### Signal wires by layer, run 1

The bar under the picture is 20 µm long.
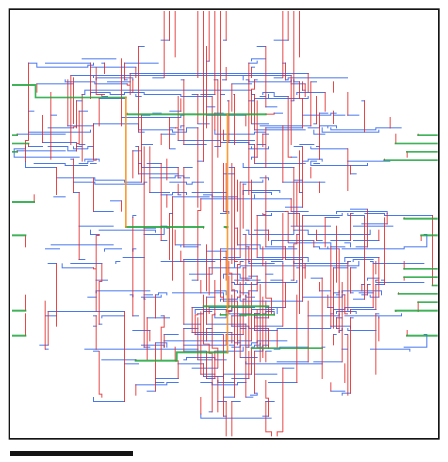
### Cells colored by class, run 1

The bar under the picture is 20 µm long. Fill, decap, tap and diode cells in gray.
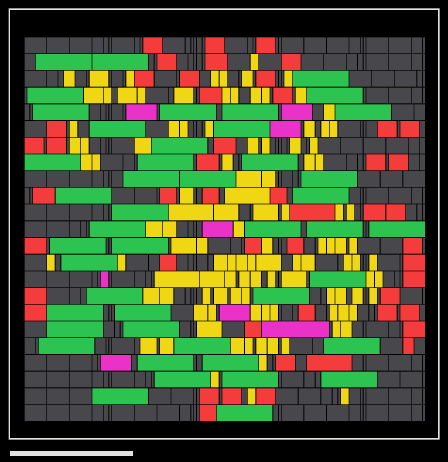
### Register map, names as in the netlist, run 1

The bar under the picture is 20 µm long.
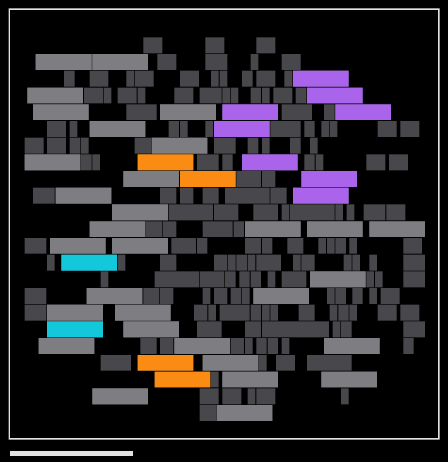
==> src/rtl/eight_bit_comp_ctrl.sv <==
// eight_bit_comp_ctrl
// Collects two 8-bit operands one nibble at a time from four push-buttons
// and the Y switches. Once all four nibbles are present it waits one cycle
// for the external comparator to settle, then registers its result.
// A press after a result starts a new round: the pressed nibble is reloaded
// and the other three keep their previous values.

module eight_bit_comp_ctrl #(
   parameter int SYNC_STAGES = 2
) (
   input  logic       clk,
   input  logic       reset_n,
   input  logic       PB1,
   input  logic       PB2,
   input  logic       PB3,
   input  logic       PB4,
   input  logic [3:0] Y,
   input  logic       cmp_l,
   input  logic       cmp_g,
   input  logic       cmp_eq,
   output logic [7:0] a_op,
   output logic [7:0] b_op,
   output logic [3:0] loaded,
   output logic       l,
   output logic       g,
   output logic       eq,
   output logic       valid,
   output logic       err
);

   typedef enum logic [1:0] {
      LOAD   = 2'd0,
      SETTLE = 2'd1,
      DONE   = 2'd2
   } ctrlState_t;

   ctrlState_t                  state;

   logic [3:0]                  pbRaw;
   logic [3:0][SYNC_STAGES-1:0] syncChain;
   logic [3:0]                  syncLevel;
   logic [3:0]                  prevLevel;
   logic [3:0]                  armed;
   logic [SYNC_STAGES-1:0]      primeSr;
   logic [3:0]                  pulse;
   logic [3:0]                  loadEn;
   logic [2:0]                  cmpVec;
   logic                        cmpOneHot;

   assign pbRaw  = {PB4, PB3, PB2, PB1};
   assign cmpVec = {cmp_l, cmp_g, cmp_eq};

   // Bring each raw button into the clock domain and remember the previous
   // synchronized level for edge detection. A button only becomes "armed"
   // once its synchronized level has been seen low after the chain has been
   // refilled following reset; primeSr marks when that chain is trustworthy.
   // This keeps a button held through reset release from looking like a press.
   always_ff @(posedge clk or negedge reset_n) begin
      if (!reset_n) begin
         syncChain <= '0;
         prevLevel <= '0;
         armed     <= '0;
         primeSr   <= '0;
      end else begin
         for (int i = 0; i < 4; i++) begin
            syncChain[i] <= {syncChain[i][SYNC_STAGES-2:0], pbRaw[i]};
         end
         prevLevel <= syncLevel;
         primeSr   <= {primeSr[SYNC_STAGES-2:0], 1'b1};
         armed     <= armed | (~syncLevel & {4{primeSr[SYNC_STAGES-1]}});
      end
   end

   // Take the last synchronizer stage, turn rising edges into one-cycle
   // pulses, block loads while the comparator is settling and judge whether
   // the comparator result is a clean one-hot code.
   always_comb begin
      syncLevel = '0;
      for (int i = 0; i < 4; i++) begin
         syncLevel[i] = syncChain[i][SYNC_STAGES-1];
      end
      pulse     = syncLevel & ~prevLevel & armed;
      loadEn    = (state == SETTLE) ? 4'b0000 : pulse;
      cmpOneHot = (cmpVec == 3'b100) || (cmpVec == 3'b010) || (cmpVec == 3'b001);
   end

   // Operand registers: each enabled pulse writes Y into its own nibble.
   // Nothing else ever touches a_op/b_op, so they only move on load edges.
   always_ff @(posedge clk or negedge reset_n) begin
      if (!reset_n) begin
         a_op <= '0;
         b_op <= '0;
      end else begin
         if (loadEn[0]) a_op[7:4] <= Y;
         if (loadEn[1]) a_op[3:0] <= Y;
         if (loadEn[2]) b_op[7:4] <= Y;
         if (loadEn[3]) b_op[3:0] <= Y;
      end
   end

   // Control FSM: LOAD accumulates the nibble mask, SETTLE gives the
   // comparator one cycle on the final operands and then captures, DONE
   // holds the result until any new press restarts loading.
   always_ff @(posedge clk or negedge reset_n) begin
      if (!reset_n) begin
         state  <= LOAD;
         loaded <= '0;
         l      <= 1'b0;
         g      <= 1'b0;
         eq     <= 1'b0;
         valid  <= 1'b0;
         err    <= 1'b0;
      end else begin
         case (state)
            LOAD: begin
               loaded <= loaded | pulse;
               if (loaded == 4'b1111) begin
                  state <= SETTLE;
               end
            end
            SETTLE: begin
               l     <= cmp_l;
               g     <= cmp_g;
               eq    <= cmp_eq;
               err   <= ~cmpOneHot;
               valid <= 1'b1;
               state <= DONE;
            end
            DONE: begin
               if (|pulse) begin
                  loaded <= pulse;
                  l      <= 1'b0;
                  g      <= 1'b0;
                  eq     <= 1'b0;
                  err    <= 1'b0;
                  valid  <= 1'b0;
                  state  <= LOAD;
               end
            end
            default: begin
               state <= LOAD;
            end
         endcase
      end
   end

endmodule

==> config.mk <==
export PLATFORM = sky130hd
export DESIGN_NAME = eight_bit_comp_ctrl
export DESIGN_NICKNAME = d
export VERILOG_FILES = /design/src/rtl/eight_bit_comp_ctrl.sv
export SDC_FILE = /design/constraint.sdc
export NUM_CORES = 1
export LEC_CHECK = 0
export ABC_AREA = 1
export CAP_MARGIN = 20
export CORE_MARGIN = 2
export CORE_UTILIZATION = 40
export DETAILED_ROUTE_END_ITERATION = 10
export HOLD_SLACK_MARGIN = 0.03
export PLACE_DENSITY = 0.66
export SLEW_MARGIN = 20
export SYNTH_ARGS = -nofsm -noshare
export SYNTH_HDL_FRONTEND = slang
export SYNTH_SLANG_ARGS = --single-unit
==> constraint.sdc <==
create_clock -name clk -period 1.25 [get_ports clk]
set_input_delay 0.125 -clock clk [delete_from_list [all_inputs] [get_ports clk]]
set_output_delay 0.125 -clock clk [all_outputs]
set_load 0.01 [all_outputs]
==> results_tabular.tex, run 1 <==
% Yosys + OpenROAD metrics
\begin{tabular}{lr}
\hline
Metric & Value \\
\hline
\multicolumn{2}{l}{\textbf{Logic synthesis}} \\
\quad Proportion of synthesized area in mux cells & 0\% \\
\quad Basic-gate share of the synthesized area counting and, or, nand and nor cells & 22.3\% \\
\quad Ranking of synthesized cells by instance count & sky130\_fd\_sc\_hd\_\_dfrtp\_1 (45), sky130\_fd\_sc\_hd\_\_nand2\_1 (43), sky130\_fd\_sc\_hd\_\_nand3\_1 (13), sky130\_fd\_sc\_hd\_\_o21ai\_0 (12), sky130\_fd\_sc\_hd\_\_inv\_1 (9) \\
\quad Cell accounting for the most synthesized area & sky130\_fd\_sc\_hd\_\_dfrtp\_1 \\
\quad Number of register bits inferred by synthesis & $\sim$45 \\
\quad Predominant post-synthesis flop cell & sky130\_fd\_sc\_hd\_\_dfrtp\_1 \\
\quad Sequential fraction of the synthesis area & around two thirds \\
\quad Proportion of register bits with asynchronous set or reset after synthesis & 100\% \\
\quad Most instantiated library cell after synthesis & sky130\_fd\_sc\_hd\_\_dfrtp\_1 \\
\quad Yosys Instances & 156 \\
\quad Area fraction in full adders, half adders and majority gates & 0\% \\
\quad Average footprint of a synthesized cell & approximately 11 µm² \\
\quad Area share of the largest cell type after synthesis & $\sim$65\% \\
\quad Number of enable flip-flop cells & 0 \\
\quad Compound-gate portion of the synthesized area & 9.14\% \\
\quad Synth Area in XOR/XNOR & 0\% \\
\quad Net Count, Synth & 169 \\
\quad Post-synthesis cell type count & 19 \\
\quad Number of warning messages in the yosys log & 0 \\
\quad Prevailing logic family in the synthesized netlist & simple AND/OR/NAND/NOR gates \\
\quad Synth area leaders & sky130\_fd\_sc\_hd\_\_dfrtp\_1 (65\%), sky130\_fd\_sc\_hd\_\_nand2\_1 (9.4\%), sky130\_fd\_sc\_hd\_\_nand3\_1 (3.8\%) \\
\multicolumn{2}{l}{\textbf{Floorplan}} \\
\quad Number of rows in the core area & 23 \\
\quad Pre-placement core utilization & between 40\% and 50\% \\
\quad Number of ports placed on the die boundary & 38 \\
\quad Count of inserted tapcells & approximately 50 \\
\quad Die Y-Extent & about 70 µm \\
\quad Core outline area & about 4100 µm² \\
\multicolumn{2}{l}{\textbf{Final layout}} \\
\quad Post-layout instance area & 2380 µm² \\
\quad Most frequent logic cell in the layout & sky130\_fd\_sc\_hd\_\_dfrtp\_1 \\
\quad Count of sequential standard cells & about 45 \\
\quad FF/Latch Area & between 1000 and 1500 µm² \\
\quad Most area-hungry cell class in the final design & flip-flops and latches \\
\quad Layout clock area frac & between 4 and 5\% \\
\quad Non-filler instance count after layout & approximately 260 \\
\quad Share of layout cells above drive strength 1 & between 20\% and 30\% \\
\quad Share of cell area taken by flip-flops and latches & a little under half \\
\quad Diodes inserted & 0 \\
\quad Combinational gate area & roughly 580 µm² \\
\quad Clock Buffer Count & 7 \\
\quad Most instantiated logic cells after routing & sky130\_fd\_sc\_hd\_\_dfrtp\_1 (45), sky130\_fd\_sc\_hd\_\_nand2\_1 (39), sky130\_fd\_sc\_hd\_\_dlygate4sd2\_1 (25), sky130\_fd\_sc\_hd\_\_nand3\_1 (13), sky130\_fd\_sc\_hd\_\_o21ai\_0 (12) \\
\quad Area growth, synth to finish & 37.9\% \\
\multicolumn{2}{l}{\textbf{CTS}} \\
\quad Count of clock tree sinks & around 45 \\
\quad Buffers inserted during post-CTS setup optimization & 1 \\
\quad Number of buffers inserted by hold repair at cts & 1 \\
\quad Clock input transition at the sequential cells of the worst setup and hold paths & $\sim$80 ps \\
\quad Number of H-tree levels & 2 \\
\quad Clock tree from TritonCTS & done \\
\quad CTS root buf & sky130\_fd\_sc\_hd\_\_clkbuf\_8 \\
\multicolumn{2}{l}{\textbf{Min path}} \\
\quad Worst min path class & primary input to flip-flop \\
\multicolumn{2}{l}{\textbf{Pwr}} \\
\quad Comb power frac & about 36\% \\
\quad Sequential power & about 2.0 mW \\
\quad Power of the combinational group & approximately 1.8 mW \\
\quad NetSw & about 1.7 mW \\
\quad Clk power & 1.12 mW \\
\quad Worst supply voltage drop on vdd & between 0.9 and 1 mV \\
\quad Cell-internal power & between 3 and 4 mW \\
\quad Static Leakage & approximately 1.2 nW \\
\quad Largest Pwr Group & registers \\
\quad Share of power burned in registers & 41.2\% \\
\quad Clock share of power & 22.6\% \\
\multicolumn{2}{l}{\textbf{Final timing}} \\
\quad Final Cycle Share & between 90 and 100\% \\
\quad Highest clock rate & 859 MHz \\
\quad Final Max Slew Viols & 0 \\
\quad Hold Vio Cnt, Final & 0 \\
\quad Final-layout worst hold slack & between 200 and 300 ps \\
\quad Setup Viol. Count Final & 0 \\
\quad Post-layout min period & between 1000 and 1500 ps \\
\quad Setup skew after layout & 6.91 ps \\
\multicolumn{2}{l}{\textbf{Setup path}} \\
\quad Register-to-Register Setup Slack & $\sim$85 ps \\
\quad Crit path buffers/inverters & 0 \\
\quad CP required & between 1000 and 1500 ps \\
\quad Longest individual stage delay on the worst path & 410 ps \\
\quad Critical Path Sink Type & flip-flop \\
\quad Cell repeated most along the worst path & sky130\_fd\_sc\_hd\_\_nand2\_1 \\
\quad Critical-path top delay cell & sky130\_fd\_sc\_hd\_\_dfrtp\_1 \\
\quad Arrival @ worst endpoint & $\sim$1400 ps \\
\quad Critical Path Source Type & flip-flop \\
\quad Crit Path Category & flip-flop to flip-flop \\
\multicolumn{2}{l}{\textbf{Job}} \\
\quad Number of warnings in the stage logs & 28 \\
\quad Max\_cap viols & 0 \\
\multicolumn{2}{l}{\textbf{Detailed routing}} \\
\quad Met1 Wirelength & 1.59 mm \\
\quad Via density & between 4 and 5 \\
\quad Routed length on met2 & approximately 1.7 mm \\
\quad Antenna-violating nets left & 0 \\
\quad Remaining DRCs & 0 \\
\quad Uppermost metal layer occupied by signal nets & met4 \\
\quad Routed length per placed instance & roughly 13 µm \\
\multicolumn{2}{l}{\textbf{Global routing}} \\
\quad Maximum number of pins on one net before global-route repair & 28 \\
\quad Met2 Track Usage GR & 25.7\% \\
\quad Met3 Track Usage GR & under 10\% \\
\quad Overflow left after global routing & 0 \\
\quad Global-route wire length before repair & 5.88 mm \\
\quad Met1 demand-to-capacity share in global routing & 18.9\% \\
\multicolumn{2}{l}{\textbf{Placed design}} \\
\quad Detailed placement HPWL & around 2.6 mm \\
\quad Number of buffer cells added on primary ports & 37 \\
\quad Setup WS pre-CTS & -24.2 ps \\
\quad Total placed instance area & between 2000 and 2500 µm² \\
\multicolumn{2}{l}{\textbf{Status}} \\
\quad Outcome & completed \\
\hline
\end{tabular}
-- 'Signal wires by layer' (at the start) --
- metal 3: green (wire length 177 µm)
- metal 1: blue (wire length 1590 µm)
- metal 4: orange (wire length 59.8 µm)
- metal 2: red (wire length 1720 µm)

-- 'Cells colored by class' (at the start) --
- flops: green (cells 45; share of their area 49%)
- combinational and other logic: yellow (cells 111; share of their area 27%)
- clock drivers and dummy loads: magenta (cells 8; share of their area 5.0%)
- other buffers and delay cells: red (cells 49; share of their area 20%)

-- 'Register map, names as in the netlist' (at the start) --
- prevLevel: orange (flops 4)
- primeSr: cyan (flops 2)
- b_op: purple (flops 8; where upper right)
- not colored: 31

## run 1: worst paths after layout
path | start | to | depth (start not counted)
worst min register to register | syncChain[0] | syncChain[1] | 0
max in group asynchronous | reset_n | primeSr[1] | 3
min in group asynchronous | reset_n | err | 2
worst max-delay path | syncChain[1] | err | 8
worst max register to register | syncChain[1] | err | 8
worst min-delay path | PB2 | syncChain[2] | 1
## run 1: metrics by stage
stage | utilization (%) | setup TNS [ps]
floorplan | - | 0
global placement | 53.6 | 0
detailed placement | 53.6 | -24.2
CTS | 56.2 | -4.08
global route | 58.2 | 0
finish | 58.2 | 0
## run 1: cells by family after synthesis
| group | after synthesis |
|---|---|
| flip-flops | 45 |
| other | 1 |
| AND/OR/NAND/NOR | 72 |
| AND-OR/OR-AND | 26 |
| buffers and inverters | 12 |
==> run 2, diff against run 1 <==
--- a/config.mk
+++ b/config.mk
@@ -6,7 +6,6 @@
 export NUM_CORES = 1
 export LEC_CHECK = 0
 export ABC_AREA = 1
-export CAP_MARGIN = 20
 export CORE_MARGIN = 2
 export CORE_UTILIZATION = 40
 export DETAILED_ROUTE_END_ITERATION = 10
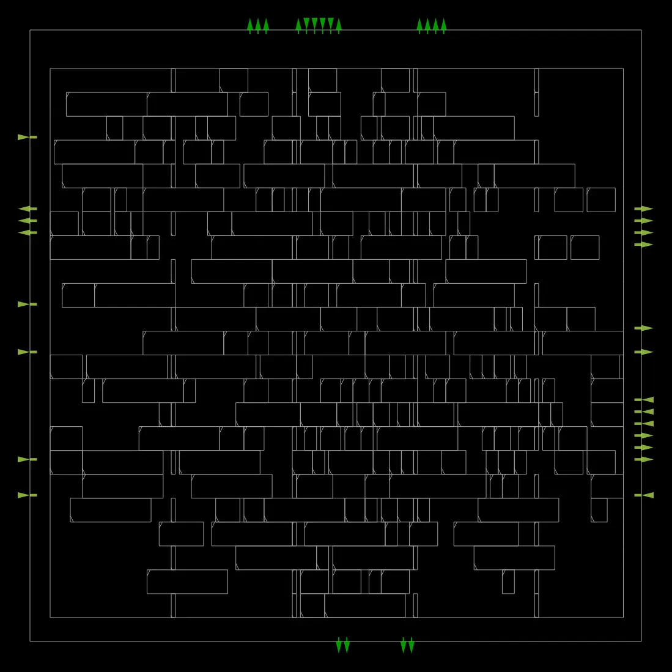
*Cell outlines without signal wires, run 2*
non-filler instance count after layout: 263
final-layout fill cell count: 356
number of rows in the core area: 23

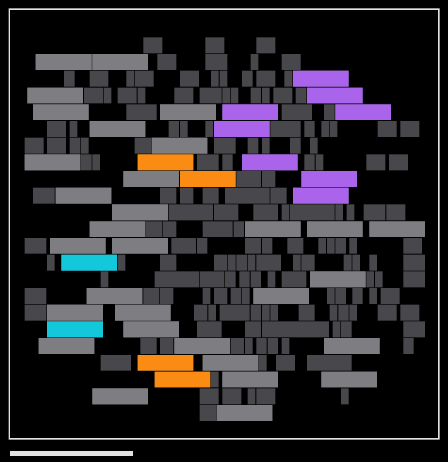
*Register map, names as in the netlist, run 2*
The bar under the picture is 20 µm long.
- prevLevel: orange (flops 4)
- primeSr: cyan (flops 2)
- b_op: purple (flops 8; where upper right)
- not colored: 31

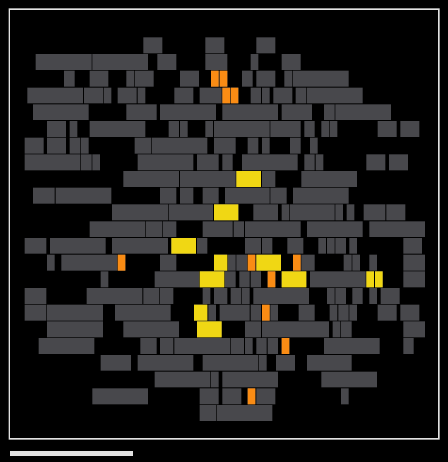
*Selected gate families, run 2*
The bar under the picture is 20 µm long.
- inverters: orange (cells 11; most used inv_1)
- NOR gates: yellow (cells 11; most used nor2_4)

==> results_tabular.tex, run 2 <==
% Yosys + OpenROAD metrics
\begin{tabular}{lr}
\hline
Metric & Value \\
\hline
\multicolumn{2}{l}{\textbf{Global routing}} \\
\quad Overflow left after global routing & 0 \\
\quad Global-route wire length before repair & about 5.9 mm \\
\quad Maximum number of pins on one net before global-route repair & 28 \\
\multicolumn{2}{l}{\textbf{Final layout}} \\
\quad Most frequent logic cell in the layout & sky130\_fd\_sc\_hd\_\_dfrtp\_1 \\
\quad Post-layout instance area & roughly 2400 µm² \\
\quad Combinational gate area & slightly below 600 µm² \\
\quad Share of cell area taken by flip-flops and latches & 47.3\% \\
\quad Share of layout cells above drive strength 1 & between 20\% and 30\% \\
\quad Most instantiated logic cells after routing & sky130\_fd\_sc\_hd\_\_dfrtp\_1 (45), sky130\_fd\_sc\_hd\_\_nand2\_1 (39), sky130\_fd\_sc\_hd\_\_dlygate4sd2\_1 (25), sky130\_fd\_sc\_hd\_\_nand3\_1 (13), sky130\_fd\_sc\_hd\_\_o21ai\_0 (12) \\
\quad FF/Latch Area & between 1000 and 1500 µm² \\
\quad Layout clock area frac & under 10\% \\
\quad Final cell utilization of the core & 58.2\% \\
\quad Diodes inserted & 0 \\
\quad Count of sequential standard cells & 45 \\
\multicolumn{2}{l}{\textbf{Placed design}} \\
\quad Setup WS pre-CTS & -24.2 ps \\
\quad Number of buffer cells added on primary ports & 37 \\
\quad Detailed placement HPWL & between 2 and 3 mm \\
\quad Total placed instance area & between 2000 and 2500 µm² \\
\multicolumn{2}{l}{\textbf{Floorplan}} \\
\quad Horizontal die size & roughly 70 µm \\
\quad Die Y-Extent & between 60 and 70 µm \\
\quad Number of ports placed on the die boundary & 38 \\
\quad Core outline area & 4090 µm² \\
\multicolumn{2}{l}{\textbf{CTS}} \\
\quad Clock tree from TritonCTS & done \\
\quad Buffers inserted during post-CTS setup optimization & 1 \\
\quad CTS root buf & sky130\_fd\_sc\_hd\_\_clkbuf\_8 \\
\quad Count of clock tree sinks & approximately 45 \\
\quad Number of H-tree levels & 2 \\
\multicolumn{2}{l}{\textbf{Logic synthesis}} \\
\quad Compound-gate portion of the synthesized area & 9.14\% \\
\quad Synth area leaders & sky130\_fd\_sc\_hd\_\_dfrtp\_1 (65\%), sky130\_fd\_sc\_hd\_\_nand2\_1 (9.4\%), sky130\_fd\_sc\_hd\_\_nand3\_1 (3.8\%) \\
\quad Area share of the largest cell type after synthesis & between 60 and 70\% \\
\quad Average footprint of a synthesized cell & around 11 µm² \\
\quad Number of warning messages in the yosys log & 0 \\
\quad Number of register bits inferred by synthesis & about 45 \\
\quad Proportion of register bits with asynchronous set or reset after synthesis & 100\% \\
\quad Area fraction in full adders, half adders and majority gates & 0\% \\
\quad Post-synthesis cell type count & 19 \\
\quad Proportion of synthesized area in mux cells & 0\% \\
\quad Number of enable flip-flop cells & 0 \\
\quad Sequential fraction of the synthesis area & roughly two thirds \\
\quad Most instantiated library cell after synthesis & sky130\_fd\_sc\_hd\_\_dfrtp\_1 \\
\quad Cell accounting for the most synthesized area & sky130\_fd\_sc\_hd\_\_dfrtp\_1 \\
\quad Prevailing logic family in the synthesized netlist & simple AND/OR/NAND/NOR gates \\
\quad Net Count, Synth & 169 \\
\quad Synth Area in XOR/XNOR & 0\% \\
\multicolumn{2}{l}{\textbf{Final timing}} \\
\quad Final Max Slew Viols & 0 \\
\quad Final-layout worst hold slack & roughly 260 ps \\
\quad Post-layout min period & 1160 ps \\
\quad Final Cycle Share & between 90\% and 100\% \\
\quad Highest clock rate & 859 MHz \\
\quad Hold Vio Cnt, Final & 0 \\
\quad Setup skew after layout & between 6 and 7 ps \\
\quad Sum of negative setup slack & 0 ps \\
\multicolumn{2}{l}{\textbf{Pwr}} \\
\quad Worst supply voltage drop on vdd & 0.981 mV \\
\quad Static Leakage & 1.17 nW \\
\multicolumn{2}{l}{\textbf{Status}} \\
\quad Outcome & completed \\
\multicolumn{2}{l}{\textbf{Setup path}} \\
\quad Startpoint of the most critical register-to-register path & syncChain[1] \\
\quad Launch point of the worst path & syncChain[1] \\
\quad CP required & 1450 ps \\
\quad Crit path buffers/inverters & 0 \\
\quad Critical-path top delay cell & sky130\_fd\_sc\_hd\_\_dfrtp\_1 \\
\quad Reg-to-Reg End & err \\
\quad Critical Path Sink Type & flip-flop \\
\quad Stages on the worst setup path & 8 \\
\multicolumn{2}{l}{\textbf{Detailed routing}} \\
\quad Remaining DRCs & 0 \\
\quad Routed length per placed instance & $\sim$13 µm \\
\quad Via density & between 4 and 5 \\
\quad Antenna-violating nets left & 0 \\
\multicolumn{2}{l}{\textbf{Min path}} \\
\quad Worst hold start & PB2 \\
\quad Worst min path class & primary input to flip-flop \\
\multicolumn{2}{l}{\textbf{Job}} \\
\quad Max\_cap viols & 0 \\
\quad Number of warnings in the stage logs & 28 \\
\hline
\end{tabular}
[run 2: cell counts after synthesis]
No cell type changed its count.
[run 2: cells by family (layout without fill, tap and decap cells)]
logic type	count (synthesis)	in the layout
other	1	1
DFF	45	45
buffers and inverters	12	68
and+or+nand+nor	72	73
AOI/OAI and AO/OA	26	26
[run 2: layer usage]
| layer | vias up | track usage, % | wire [µm] |
|---|---|---|---|
| met1 | 579 | 18.9 | 1590 |
| met3 | 6 | 5.52 | 177 |
| met5 | - | 0 | 0 |
| met2 | 33 | 25.7 | 1720 |
| met4 | 0 | 6.41 | 59 |
| li1 | 618 | - | - |
[run 2: report_power, final]
part           switching [mW]  total, mW  internal [mW]
registers               0.212       2.04           1.83
clock network           0.467       1.12          0.651
logic                   0.978       1.79          0.812
total                    1.66       4.95           3.29
Power figures rest on the tool's default switching activity, not on a simulated workload.
